## src/rtl/ping_pkg.sv

```systemverilog
// Shared types and default timing constants for the ultrasonic ping trigger generator.
// Imported by ping_timer and ping_trigger_gen.
package ping_pkg;

   localparam int unsigned TRIG_CYCLES_DEF    = 10;
   localparam int unsigned WINDOW_CYCLES_DEF  = 100;
   localparam int unsigned HOLDOFF_CYCLES_DEF = 20;

   typedef enum logic [1:0] {
      ST_IDLE    = 2'd0,
      ST_TRIG    = 2'd1,
      ST_WINDOW  = 2'd2,
      ST_HOLDOFF = 2'd3
   } ping_state_t;

   function automatic int unsigned max3(input int unsigned a,
                                        input int unsigned b,
                                        input int unsigned c);
      int unsigned m;
      m = (a > b) ? a : b;
      return (m > c) ? m : c;
   endfunction

endpackage

```

## src/rtl/ping_timer.sv

```systemverilog
// Per-state cycle counter: restarts at zero, counts up and saturates at the terminal value.
// tc_o flags that the current cycle is the last one of the state.
module ping_timer
   import ping_pkg::*;
#(
   parameter int unsigned W = 8
) (
   input  logic         clk,
   input  logic         rst_n,
   input  logic         restart_i,
   input  logic [W-1:0] term_i,
   output logic         tc_o
);

   logic [W-1:0] count_q;
   logic [W-1:0] count_d;

   assign tc_o = (count_q == term_i);

   always_comb begin
      count_d = count_q;
      if (restart_i) begin
         count_d = '0;
      end else if (!tc_o) begin
         count_d = count_q + W'(1);
      end
   end

   always_ff @(posedge clk or negedge rst_n) begin
      if (!rst_n) begin
         count_q <= '0;
      end else begin
         count_q <= count_d;
      end
   end

endmodule

```

## src/rtl/ping_trigger_gen.sv

```systemverilog
// Ping sequencer: trigger pulse, echo measurement window, then a quiet holdoff.
// Define PING_AUTO_REPEAT_EN to chain pings directly from HOLDOFF while start is held.
module ping_trigger_gen
   import ping_pkg::*;
#(
   parameter int unsigned TRIG_CYCLES    = TRIG_CYCLES_DEF,
   parameter int unsigned WINDOW_CYCLES  = WINDOW_CYCLES_DEF,
   parameter int unsigned HOLDOFF_CYCLES = HOLDOFF_CYCLES_DEF
) (
   input  logic clk,
   input  logic rst_n,
   input  logic start,
   input  logic echo,
   output logic trig,
   output logic dis_start,
   output logic busy,
   output logic done,
   output logic timeout
);

   localparam int unsigned CNT_W =
      $clog2(max3(TRIG_CYCLES, WINDOW_CYCLES, HOLDOFF_CYCLES)) + 1;

   localparam logic [CNT_W-1:0] TRIG_TERM    = CNT_W'(TRIG_CYCLES - 1);
   localparam logic [CNT_W-1:0] WINDOW_TERM  = CNT_W'(WINDOW_CYCLES - 1);
   localparam logic [CNT_W-1:0] HOLDOFF_TERM = CNT_W'(HOLDOFF_CYCLES - 1);

   ping_state_t      state_q, state_d;
   logic             seen_q, seen_d;
   logic             trig_q, trig_d;
   logic             dis_start_q, dis_start_d;
   logic             busy_q, busy_d;
   logic             done_q, done_d;
   logic             timeout_q, timeout_d;
   logic [CNT_W-1:0] term_sel;
   logic             tc;
   logic             close_win;

   ping_timer #(
      .W(CNT_W)
   ) u_timer (
      .clk       (clk),
      .rst_n     (rst_n),
      .restart_i (state_d != state_q),
      .term_i    (term_sel),
      .tc_o      (tc)
   );

   always_comb begin
      term_sel = '0;
      case (state_q)
         ST_TRIG:    term_sel = TRIG_TERM;
         ST_WINDOW:  term_sel = WINDOW_TERM;
         ST_HOLDOFF: term_sel = HOLDOFF_TERM;
         default:    term_sel = '0;
      endcase
   end

   always_comb begin
      state_d   = state_q;
      close_win = 1'b0;
      case (state_q)
         ST_IDLE: begin
            if (start) state_d = ST_TRIG;
         end
         ST_TRIG: begin
            if (tc) state_d = ST_WINDOW;
         end
         ST_WINDOW: begin
            // A falling echo edge and the window limit both close the window.
            if ((seen_q && !echo) || tc) begin
               state_d   = ST_HOLDOFF;
               close_win = 1'b1;
            end
         end
         ST_HOLDOFF: begin
            if (tc) begin
`ifdef PING_AUTO_REPEAT_EN
               state_d = start ? ST_TRIG : ST_IDLE;
`else
               state_d = ST_IDLE;
`endif
            end
         end
         default: state_d = ST_IDLE;
      endcase
   end

   // Outputs are registered from the next state so they line up with it.
   always_comb begin
      seen_d      = (state_q == ST_WINDOW && state_d == ST_WINDOW) ? (seen_q | echo) : 1'b0;
      trig_d      = (state_d == ST_TRIG);
      dis_start_d = (state_d == ST_WINDOW);
      busy_d      = (state_d != ST_IDLE);
      done_d      = close_win;
      timeout_d   = close_win && !(seen_q && !echo);
   end

   always_ff @(posedge clk or negedge rst_n) begin
      if (!rst_n) begin
         state_q     <= ST_IDLE;
         seen_q      <= 1'b0;
         trig_q      <= 1'b0;
         dis_start_q <= 1'b0;
         busy_q      <= 1'b0;
         done_q      <= 1'b0;
         timeout_q   <= 1'b0;
      end else begin
         state_q     <= state_d;
         seen_q      <= seen_d;
         trig_q      <= trig_d;
         dis_start_q <= dis_start_d;
         busy_q      <= busy_d;
         done_q      <= done_d;
         timeout_q   <= timeout_d;
      end
   end

   assign trig      = trig_q;
   assign dis_start = dis_start_q;
   assign busy      = busy_q;
   assign done      = done_q;
   assign timeout   = timeout_q;

endmodule

```

## config.mk

```make
export PLATFORM = sky130hd
export DESIGN_NAME = ping_trigger_gen
export DESIGN_NICKNAME = d
export VERILOG_FILES = /design/src/rtl/ping_pkg.sv /design/src/rtl/ping_timer.sv /design/src/rtl/ping_trigger_gen.sv
export SDC_FILE = /design/constraint.sdc
export NUM_CORES = 1
export LEC_CHECK = 0
export CAP_MARGIN = 15
export CORE_UTILIZATION = 55
export CTS_CLUSTER_DIAMETER = 80
export DETAILED_ROUTE_END_ITERATION = 12
export PLACE_DENSITY_LB_ADDON = 0.05
export SETUP_SLACK_MARGIN = 0.4
export SLEW_MARGIN = 20
export SYNTH_ARGS = -nofsm -noshare
export SYNTH_HDL_FRONTEND = slang
export SYNTH_HIERARCHICAL = 1
export SYNTH_SLANG_ARGS = --single-unit
```

## constraint.sdc

```tcl
create_clock -name clk -period 2.8 [get_ports clk]
set_input_delay 0.56 -clock clk [delete_from_list [all_inputs] [get_ports clk]]
set_output_delay 0.56 -clock clk [all_outputs]
set_load 0.05 [all_outputs]
```

Figure 1. The metal 3 layer.
Scale bar: 10 um.
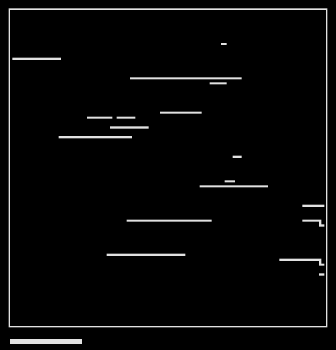
15 nets have wire on it. The layer carries 96.4 um of wire. The longest straight run is 15.2 um. The wires run mostly horizontal. The layer holds 5.0% of the routed length.
overall via count from detail_route: 750
met3 track demand over resource in global routing: 3.750%
final WL: 1941 um

Figure 2. Signal wires on met1.
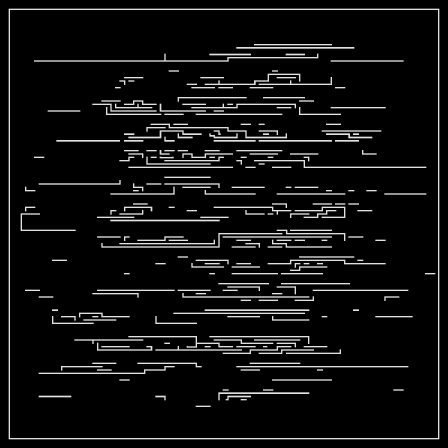
The layer carries 893 um of wire. The layer holds 46% of the routed length.

critical path: cells and delay by family (launching register included):
kind / cells / cell delay [ps]
flip-flops: 1 / 450
buffers and inverters: 2 / 290
AND/OR/NAND/NOR: 6 / 1040
XOR/XNOR: 1 / 160
multiplexers: 1 / 290
layout by cell type (no fill, tap or decap), drive strengths merged, types with 3 or more instances in the layout:
master         instances
clkbuf                 5
nand4                  5
a21oi                  7
clkdlybuf4s50          8
nor2b                  7
nand2                  3
buf                   10
mux2                   6
nor2                  10
nand2b                 3
dfrtp                 16
xnor2                  9
nor3b                  4
nor3                   3
sequential cells by signal (all words and copies together), names as in the netlist:
name / count
seen_q: 1
trig: 1
busy: 1
done: 1
u_timer/count_q: 8
timeout: 1
state_q: 2
dis_start: 1
==> flow_summary.yaml <==
# yosys + openroad results
grt:
  global_route_wire_length_before_repair_um: 2815
  grt_most_used_layer: "met2"
  initial_antenna_violation_count: 0
  first_global_vias: 638
  grt_use_total_pct: 20.17
pwr:
  clock_net_power_w: 0.000153
  power.share.clock_pct: 11.5
  pwr.group.sequential_w: 0.000437
  irDropWorstVdd_mv: 0.6147
  pwr.group.combinational_w: 0.000741
timing:
  timing.final.setup_violations: 0
  tcrit_tclk_final_pct: 84.02
  worst_slack_ps: 447.4
  setup-tns-final_ps: 0
critical_path:
  r2r-end: "u_timer/count_q[7]"
  critPathMostFrequentCell: "buf_6"
  startpoint_type: "flop"
  timing.critical_path.slowest_cell_delay_ps: 450
  setup.reg_to_reg.worst_slack_ps: 450
  cp_data_arrival_time_ps: 2530
  endpoint: "u_timer/count_q[7]"
  ordered_list_of_cells_on_the_worst_path: "or2_4, xnor2_2, nand4_1, nor2_2, buf_6, nor3b_1, nor3b_2, buf_6, nor2_1, mux2_1"
  critical_path_end_type: "flop"
  crit_start: "state_q[0]"
  r2r_cells: 10
synth:
  post_synth_most_frequent_cells: "dfrtp_1, nor2_1, xnor2_1, a21oi_1, nor2b_1"
  top_cell: "dfrtp_1"
  yosysUniqueCellTypes: 33
  library_cell_occupying_the_most_area_in_the_post_synthesis_netlist: "dfrtp_1"
  seq_area_frac_synth_pct: 41.61
  synth_cells: 96
  dominantRegCellSynth: "dfrtp_1"
  synth-cells-yosys: 96
  dominant_kind_of_combinational_cell: "simple AND/OR/NAND/NOR gates"
  synth-compound-area-share_pct: 8.843
layout:
  area.sequential_um2: 402.9
  n_multi_input_combinational_cell: 74
  comb_area_share_pct: 46.50
  n_clock_buffer: 4
  layout.cells.largest_class: "logic gates"
  non_clock_buffer_count: 19
  final_util_pct: 74.76
  finalNetCount: 120
  fin_area_um2: 1179
run_status:
  failed_checks: "DRC"
  outcome: "finished with violations"
clock_tree:
  hold_buffers: 0
  clock_buffer_count_from_cts: 3
  total_number_of_clock_tree_sinks: 16
  h-tree-depth: 1
  insertion_delay_ps: 290
  cts-root-buf: "clkbuf_4"
route:
  wl_met3_um: 96
  topRoutingLayerUsed: "met4"
  detail_route.drc_violations: 2
  detail-route-antenna-nets: 0
  detailedRoute.firstPassIterationCount: 8
floorplan:
  tapCellCount: 16
No activity file was given, so power comes from the tool's default toggle rates.
